===== src/rtl/motor_pkg.sv =====
// motor_pkg: shared constants, state codes and helper functions for the
// four-channel motor PPM controller.
package motor_pkg;

    localparam int NUM_CH           = 4;
    localparam int VAL_W            = 10;
    localparam int FRAME_CYCLES_DEF = 2251;
    localparam int MAX_VAL_DEF      = 1000;
    localparam int CNT_W            = 16;

    localparam logic [1:0] ST_DISARMED = 2'b00;
    localparam logic [1:0] ST_ARMING   = 2'b01;
    localparam logic [1:0] ST_ARMED    = 2'b10;
    localparam logic [1:0] ST_FAILSAFE = 2'b11;

    typedef logic [VAL_W-1:0]  val_t;
    typedef val_t [NUM_CH-1:0] val_vec_t;
    typedef logic [CNT_W-1:0]  cnt_t;

    // Limit a throttle write to the configured ceiling.
    function automatic val_t clamp_val(val_t d, int max_v);
        return (int'(d) > max_v) ? val_t'(max_v) : d;
    endfunction

    // One slew step toward the goal: decreases land at once, increases by at most step.
    function automatic val_t slew_next(val_t cur, val_t tgt, int step);
        if (tgt <= cur)
            return tgt;
        if (int'(tgt) - int'(cur) > step)
            return cur + val_t'(step);
        return tgt;
    endfunction

    // Saturating increment; frame counters must never wrap.
    function automatic cnt_t sat_inc(cnt_t c);
        return (&c) ? c : c + CNT_W'(1);
    endfunction

endpackage


===== src/rtl/motor_ppm_ctrl_if.sv =====
// motor_ppm_ctrl_if: flight-logic side bus of the motor controller
// (arm request, shadow write port, commit strobe, motor values and status).
interface motor_ppm_ctrl_if;

    logic                ARM_REQ;
    logic                WR_EN;
    logic [1:0]          WR_ADDR;
    motor_pkg::val_t     WR_DATA;
    logic                COMMIT;
    logic                WR_READY;
    motor_pkg::val_t     VAL0;
    motor_pkg::val_t     VAL1;
    motor_pkg::val_t     VAL2;
    motor_pkg::val_t     VAL3;
    logic                FRAME_TICK;
    logic [1:0]          STATE;

    modport master (
        output ARM_REQ, WR_EN, WR_ADDR, WR_DATA, COMMIT,
        input  WR_READY, VAL0, VAL1, VAL2, VAL3, FRAME_TICK, STATE
    );

    modport slave (
        input  ARM_REQ, WR_EN, WR_ADDR, WR_DATA, COMMIT,
        output WR_READY, VAL0, VAL1, VAL2, VAL3, FRAME_TICK, STATE
    );

endinterface


===== src/rtl/motor_ppm_ctrl_frame_timer.sv =====
// ppm_frame_timer: free-running frame counter 0..FRAME_CYCLES-1 with a
// one-cycle tick on the last cycle of every frame. Reset restarts the frame.
module ppm_frame_timer #(
    parameter int FRAME_CYCLES = motor_pkg::FRAME_CYCLES_DEF
) (
    input  logic CLK_1M,
    input  logic RST_N,
    output logic o_tick
);

    localparam int              CW   = (FRAME_CYCLES > 1) ? $clog2(FRAME_CYCLES) : 1;
    localparam logic [CW-1:0]   LAST = CW'(FRAME_CYCLES - 1);

    logic [CW-1:0] r_cnt;

    // Count cycles within the frame and wrap on the last one.
    always_ff @(posedge CLK_1M or negedge RST_N) begin
        if (!RST_N)
            r_cnt <= '0;
        else if (r_cnt == LAST)
            r_cnt <= '0;
        else
            r_cnt <= r_cnt + CW'(1);
    end

    assign o_tick = (r_cnt == LAST);

endmodule


===== src/rtl/motor_ppm_ctrl.sv =====
// motor_ppm_ctrl: arming/failsafe state machine, shadow throttle registers
// and frame-synchronous update of four motor values.
// Optional feature: define MOTOR_SLEW_LIMIT_EN to limit per-frame increases
// to SLEW_STEP; otherwise values jump straight to the committed set.
module motor_ppm_ctrl
    import motor_pkg::*;
#(
    parameter int FRAME_CYCLES = FRAME_CYCLES_DEF,
    parameter int ARM_FRAMES   = 50,
    parameter int WDT_FRAMES   = 25,
    parameter int MAX_VAL      = MAX_VAL_DEF,
    parameter int SLEW_STEP    = 16
) (
    input  logic             CLK_1M,
    input  logic             RST_N,
    motor_ppm_ctrl_if.slave  bus
);

`ifdef MOTOR_SLEW_LIMIT_EN
    localparam int STEP = SLEW_STEP;
`else
    // Every change lands in one tick: the step covers at least the whole value range.
    localparam int STEP = (SLEW_STEP > (1 << VAL_W)) ? SLEW_STEP : (1 << VAL_W);
`endif

    logic        w_tick;
    logic        r_rdy;
    logic        w_ready;
    logic        w_wr_acc;
    logic        w_cm_acc;
    logic [1:0]  r_state;
    logic        r_pending;
    cnt_t        r_arm_cnt;
    cnt_t        r_wdt_cnt;
    cnt_t        w_arm_nxt;
    cnt_t        w_wdt_nxt;
    val_vec_t    r_shadow;
    val_vec_t    r_val;
    val_vec_t    r_tgt;
    val_vec_t    w_goal;
    val_vec_t    w_slewed;

    ppm_frame_timer #(
        .FRAME_CYCLES (FRAME_CYCLES)
    ) u_timer (
        .CLK_1M (CLK_1M),
        .RST_N  (RST_N),
        .o_tick (w_tick)
    );

    // Write port is closed during reset, the first partial cycle and the tick cycle.
    always_ff @(posedge CLK_1M or negedge RST_N) begin
        if (!RST_N)
            r_rdy <= 1'b0;
        else
            r_rdy <= 1'b1;
    end

    assign w_ready  = r_rdy & ~w_tick;
    assign w_wr_acc = w_ready & bus.WR_EN;
    assign w_cm_acc = w_ready & bus.COMMIT;

    // Shadow set and commit flag; DISARMED keeps both cleared.
    always_ff @(posedge CLK_1M or negedge RST_N) begin
        if (!RST_N) begin
            r_shadow  <= '0;
            r_pending <= 1'b0;
        end else if (r_state == ST_DISARMED) begin
            r_shadow  <= '0;
            r_pending <= 1'b0;
        end else begin
            if (w_wr_acc)
                r_shadow[bus.WR_ADDR] <= clamp_val(bus.WR_DATA, MAX_VAL);
            if (w_cm_acc)
                r_pending <= 1'b1;
            else if (w_tick && r_state == ST_ARMED)
                r_pending <= 1'b0;
        end
    end

    // A fresh commit retargets the channels; otherwise keep walking toward the old target.
    assign w_goal    = r_pending ? r_shadow : r_tgt;
    assign w_arm_nxt = sat_inc(r_arm_cnt);
    assign w_wdt_nxt = sat_inc(r_wdt_cnt);

    for (genvar g = 0; g < NUM_CH; g++) begin : g_slew
        assign w_slewed[g] = slew_next(r_val[g], w_goal[g], STEP);
    end

    // Frame-synchronous state machine and motor value update.
    always_ff @(posedge CLK_1M or negedge RST_N) begin
        if (!RST_N) begin
            r_state   <= ST_DISARMED;
            r_arm_cnt <= '0;
            r_wdt_cnt <= '0;
            r_val     <= '0;
            r_tgt     <= '0;
        end else if (w_tick) begin
            case (r_state)
                ST_DISARMED: begin
                    if (bus.ARM_REQ) begin
                        r_state   <= ST_ARMING;
                        r_arm_cnt <= '0;
                    end
                end
                ST_ARMING: begin
                    // The entry tick counts as the first held frame, so arm after ARM_FRAMES-1 more.
                    if (!bus.ARM_REQ) begin
                        r_state <= ST_DISARMED;
                    end else begin
                        r_arm_cnt <= w_arm_nxt;
                        if (int'(w_arm_nxt) >= ARM_FRAMES - 1) begin
                            r_state   <= ST_ARMED;
                            r_wdt_cnt <= '0;
                            r_val     <= '0;
                            r_tgt     <= '0;
                        end
                    end
                end
                ST_ARMED: begin
                    if (!bus.ARM_REQ) begin
                        r_state <= ST_DISARMED;
                        r_val   <= '0;
                        r_tgt   <= '0;
                    end else if (r_pending) begin
                        r_wdt_cnt <= '0;
                        r_tgt     <= r_shadow;
                        r_val     <= w_slewed;
                    end else if (int'(w_wdt_nxt) >= WDT_FRAMES) begin
                        r_state   <= ST_FAILSAFE;
                        r_wdt_cnt <= w_wdt_nxt;
                        r_val     <= '0;
                        r_tgt     <= '0;
                    end else begin
                        r_wdt_cnt <= w_wdt_nxt;
                        r_val     <= w_slewed;
                    end
                end
                default: begin
                    if (!bus.ARM_REQ)
                        r_state <= ST_DISARMED;
                end
            endcase
        end
    end

    assign bus.WR_READY   = w_ready;
    assign bus.FRAME_TICK = w_tick;
    assign bus.STATE      = r_state;
    assign bus.VAL0       = r_val[0];
    assign bus.VAL1       = r_val[1];
    assign bus.VAL2       = r_val[2];
    assign bus.VAL3       = r_val[3];

endmodule

===== src/flat_wrapper.sv =====
// flat-port wrapper written by rule: the top's interface ports become plain ports
module motor_ppm_ctrl_flat import motor_pkg::*;
#(
    parameter int FRAME_CYCLES = FRAME_CYCLES_DEF,
    parameter int ARM_FRAMES   = 50,
    parameter int WDT_FRAMES   = 25,
    parameter int MAX_VAL      = MAX_VAL_DEF,
    parameter int SLEW_STEP    = 16
)
  (CLK_1M, RST_N, bus_ARM_REQ, bus_WR_EN, bus_WR_ADDR, bus_WR_DATA, bus_COMMIT, bus_WR_READY, bus_VAL0, bus_VAL1, bus_VAL2, bus_VAL3, bus_FRAME_TICK, bus_STATE);
  motor_ppm_ctrl_if bus_i ();
  input  logic CLK_1M;
  input  logic RST_N;
  input wire logic [$bits(bus_i.ARM_REQ)-1:0] bus_ARM_REQ;
  input wire logic [$bits(bus_i.WR_EN)-1:0] bus_WR_EN;
  input wire logic [$bits(bus_i.WR_ADDR)-1:0] bus_WR_ADDR;
  input wire logic [$bits(bus_i.WR_DATA)-1:0] bus_WR_DATA;
  input wire logic [$bits(bus_i.COMMIT)-1:0] bus_COMMIT;
  output wire logic [$bits(bus_i.WR_READY)-1:0] bus_WR_READY;
  output wire logic [$bits(bus_i.VAL0)-1:0] bus_VAL0;
  output wire logic [$bits(bus_i.VAL1)-1:0] bus_VAL1;
  output wire logic [$bits(bus_i.VAL2)-1:0] bus_VAL2;
  output wire logic [$bits(bus_i.VAL3)-1:0] bus_VAL3;
  output wire logic [$bits(bus_i.FRAME_TICK)-1:0] bus_FRAME_TICK;
  output wire logic [$bits(bus_i.STATE)-1:0] bus_STATE;
  assign bus_i.ARM_REQ = bus_ARM_REQ;
  assign bus_i.WR_EN = bus_WR_EN;
  assign bus_i.WR_ADDR = bus_WR_ADDR;
  assign bus_i.WR_DATA = bus_WR_DATA;
  assign bus_i.COMMIT = bus_COMMIT;
  assign bus_WR_READY = bus_i.WR_READY;
  assign bus_VAL0 = bus_i.VAL0;
  assign bus_VAL1 = bus_i.VAL1;
  assign bus_VAL2 = bus_i.VAL2;
  assign bus_VAL3 = bus_i.VAL3;
  assign bus_FRAME_TICK = bus_i.FRAME_TICK;
  assign bus_STATE = bus_i.STATE;
  motor_ppm_ctrl #(.FRAME_CYCLES(FRAME_CYCLES), .ARM_FRAMES(ARM_FRAMES), .WDT_FRAMES(WDT_FRAMES), .MAX_VAL(MAX_VAL), .SLEW_STEP(SLEW_STEP)) u_core (.CLK_1M(CLK_1M), .RST_N(RST_N), .bus(bus_i));
endmodule

===== config.mk =====
export PLATFORM = sky130hd
export DESIGN_NAME = motor_ppm_ctrl_flat
export DESIGN_NICKNAME = d
export VERILOG_FILES = /design/src/rtl/motor_pkg.sv /design/src/rtl/motor_ppm_ctrl_if.sv /design/src/rtl/motor_ppm_ctrl_frame_timer.sv /design/src/rtl/motor_ppm_ctrl.sv /design/src/flat_wrapper.sv
export SDC_FILE = /design/constraint.sdc
export NUM_CORES = 1
export LEC_CHECK = 0
export CORE_UTILIZATION = 40
export CTS_CLUSTER_DIAMETER = 150
export DETAILED_ROUTE_END_ITERATION = 8
export RECOVER_POWER = 50
export SLEW_MARGIN = 20
export SYNTH_ARGS = -nofsm -noshare
export SYNTH_HDL_FRONTEND = slang
export SYNTH_SLANG_ARGS = --single-unit
export TNS_END_PERCENT = 100

===== constraint.sdc =====
create_clock -name CLK_1M -period 3.55 [get_ports CLK_1M]
set_input_delay 0.8875 -clock CLK_1M [delete_from_list [all_inputs] [get_ports CLK_1M]]
set_output_delay 0.8875 -clock CLK_1M [all_outputs]
set_load 0.05 [all_outputs]

==> flow_summary.json <==
{
  "status": "complete, no violations",
  "ys_warn_count": 0,
  "clk_pin_slew_ns": 0.06,
  "drv_cap": 0,
  "largest_area_cell": "dfrtp_1",
  "core_area_sq_mm": 0.0210,
  "path_delay_family": "buffers and inverters",
  "cp-start-kind": "register",
  "max_stage_delay_ns": 0.82,
  "startpoint": "u_core.u_timer.r_cnt[0]",
  "wl_um": 22300,
  "fin_setup_tns_ns": 0,
  "aoi_share_pct": 22.4,
  "power_mw": 3.88,
  "cp.depth": 6,
  "rsz0062_at_grt": "false",
  "dp_cells": 1205,
  "grt_pass1_wl_um": 37200,
  "ff2ff_setup_slack_ns": 0.35,
  "grt_max_degree": 63,
  "slew_viol_final": 0,
  "ys_cells": 909,
  "fp_nets": 930,
  "grt.busiest_layer": "met1",
  "wl_met1_um": 11000,
  "max_freq_ghz": 0.297,
  "slowest_stage": "clkdlybuf4s50_1",
  "fin_nets": 970,
  "routabilityCongestion": 0.871,
  "combPwrFrac_pct": 2.5,
  "p_clk_mw": 1.87,
  "overflow": 0,
  "clock_sinks": 168,
  "yosys_area_sq_mm": 0.00858,
  "power_switching_share_pct": 22.6,
  "initCoreUtil_pct": 40.8,
  "vias_per_cell": 5.85,
  "wire_per_inst_um": 18.0,
  "grt_usage_pct": 21.4,
  "first_pass_iters": 6,
  "worstReg2RegStart": "u_core.r_arm_cnt[0]",
  "antenna_found_initial": 0,
  "hold_violations": 0,
  "worstMarginPinSlew_ns": 1.48,
  "ant_nets": 0,
  "stdcell_count": 1237,
  "gr-usage-met2_pct": 31.8,
  "wl_met3_um": 876,
  "critPathArrivalTime_ns": 2.49,
  "leakagePower_nw": 4.50,
  "worstHoldStart": "u_core.bus.VAL2[0]",
  "synth_seq_share_pct": 49.0,
  "ys.flops": 168,
  "grt_pass1_vias": 6839,
  "antennaDiodeCount": 0,
  "reg2reg_depth": 9,
  "ys_sh_xor_pct": 1.33,
  "cp-endpoint": "bus_WR_READY",
  "synth_area_sq_mm": 0.00858,
  "utilization_pct": 47.9,
  "fin_crit_ns": 3.37,
  "cts_tree": "built",
  "r2r-end": "u_core.r_tgt[18]",
  "synthTopCellsByArea": "dfrtp_1, nand2_1, nand3_1, a21oi_1, a22o_1",
  "setup_viol": 0,
  "p_sw_mw": 0.879,
  "synth_top_area_share_pct": 49.0,
  "clockBufferDepth": 2,
  "crit_required_ns": 2.66,
  "hold_end": "u_core.bus.VAL2[0]",
  "most_common_cell": "dfrtp_1",
  "p_int_mw": 3.00,
  "fin_crit_sh_pct": 95.0,
  "synthFlopType": "dfrtp_1",
  "crit_path_end_kind": "output pin",
  "root_buffer": "clkbuf_16",
  "async_reset_ff_share_pct": 100,
  "critPathBufInv": 2,
  "die_w_um": 148,
  "use_met3_pct": 3.31,
  "logic_family": "AND-OR/OR-AND gates",
  "rows": 53,
  "powerDensity_mw_per_mm2": 385,
  "highest_layer": "met4",
  "maxSlewHeadroom_pct": 1.58,
  "crit_path_cell_trace": "inv_1, ha_1, and4b_1, nand4_1, and2_1, clkdlybuf4s50_1",
  "met1_usage_pct": 32.1,
  "dieArea_sq_mm": 0.0220,
  "cp_max_fo": 5,
  "area_delta_synth_final_pct": 17.4,
  "vias": 7239,
  "die_y_um": 148,
  "numCtsBuffers": 17,
  "warnings": 27,
  "mux_area_share_pct": 1.12,
  "skew_ns": 0.0120,
  "drive_above_1_share_pct": 7.69,
  "vdd_ir_drop_max_mv": 0.318
}
state kept, by name, indices dropped and copies added, names as in the netlist:
register and count:
u_core.bus.VAL0 10, u_core.r_rdy 1, u_core.r_wdt_cnt 16, u_core.r_tgt 40, u_core.r_shadow 40, u_core.bus.VAL3 10, u_core.bus.VAL2 10, u_core.r_arm_cnt 16
u_core.bus.STATE 2, u_core.u_timer.r_cnt 12, u_core.bus.VAL1 10, u_core.r_pending 1
metrics by stage:
stage	hold slack, ns	worst slack, ns	instance area, sq um
after global routing	0.502	0.0683	10100
after detailed placement	0.465	0.295	9520
after CTS	0.438	0.144	10100
final	0.479	0.177	10100
after floorplan	0.442	0.892	8580
after global placement	0.455	0.316	9510
area by class of cell:
cell class                      count  area (sq um)  area share, %
Clock buffer                       19           443           4.40
Timing Repair Buffer               89           831           8.25
Multi-Input combinational cell    666          4080           40.5
Clock inverter                     13           145           1.44
Inverter                            7          26.3          0.261
Tap cell                          275           344           3.41
Sequential cell                   168          4200           41.7
timing repair:
item / CTS / global route
setup buffers: 0 / 0
setup endpoints to repair: 0 / 11
gates resized: 0 / 2
placed cells by master (no fill, tap or decap), types with 6 or more instances in the layout:
cell type	count
o31ai_1	15
a32oi_1	21
and3_1	31
nand3_1	47
a22o_1	26
a22oi_1	21
dfrtp_1	168
nor4_1	6
inv_1	6
clkbuf_1	6
a31oi_1	6
a2bb2oi_1	22
o21ai_0	43
a211o_1	20
clkinvlp_4	6
nand4_1	15
and2_1	23
o21ai_1	21
nor2_1	37
and4_1	8
nor2b_1	9
clkbuf_16	17
nand2_1	122
nor3_1	31
xnor2_1	8
a21oi_1	46
clkdlybuf4s50_1	55
buf_4	20
tightest hold or removal path, delay by kind of cell, from the launching register on:
kind | cells | cell delay [ns]
compound gates | 1 | 0.06
flops | 1 | 0.34
simple gates | 1 | 0.05
Routed clock nets over the placement:
The bar under the picture is 50 um long.
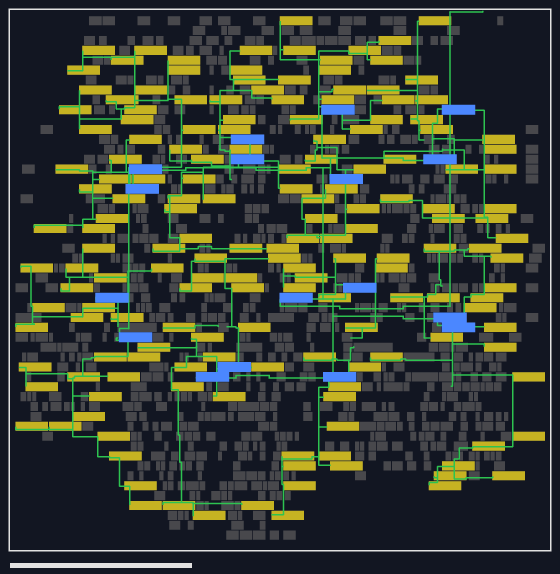
[yellow] flip-flops | count: 168
[blue] clock-net drivers | count: 17
[green] clock wires | length: 2180 um
routed clock nets	18
flops lie	widely spread
Late-Pin Clk Latency: 0.43 ns
clock power share: 48.1%

I/O nets highlighted:
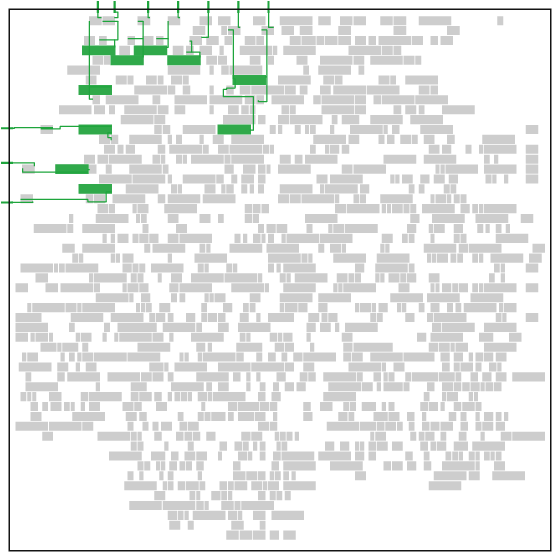
colour	port	direction	end cells	buffers	wire
green	bus_VAL0	output	10	10	273 um
number of port buffers: 60
number of top-level pins: 61

Power and IR drop assume default switching activity.
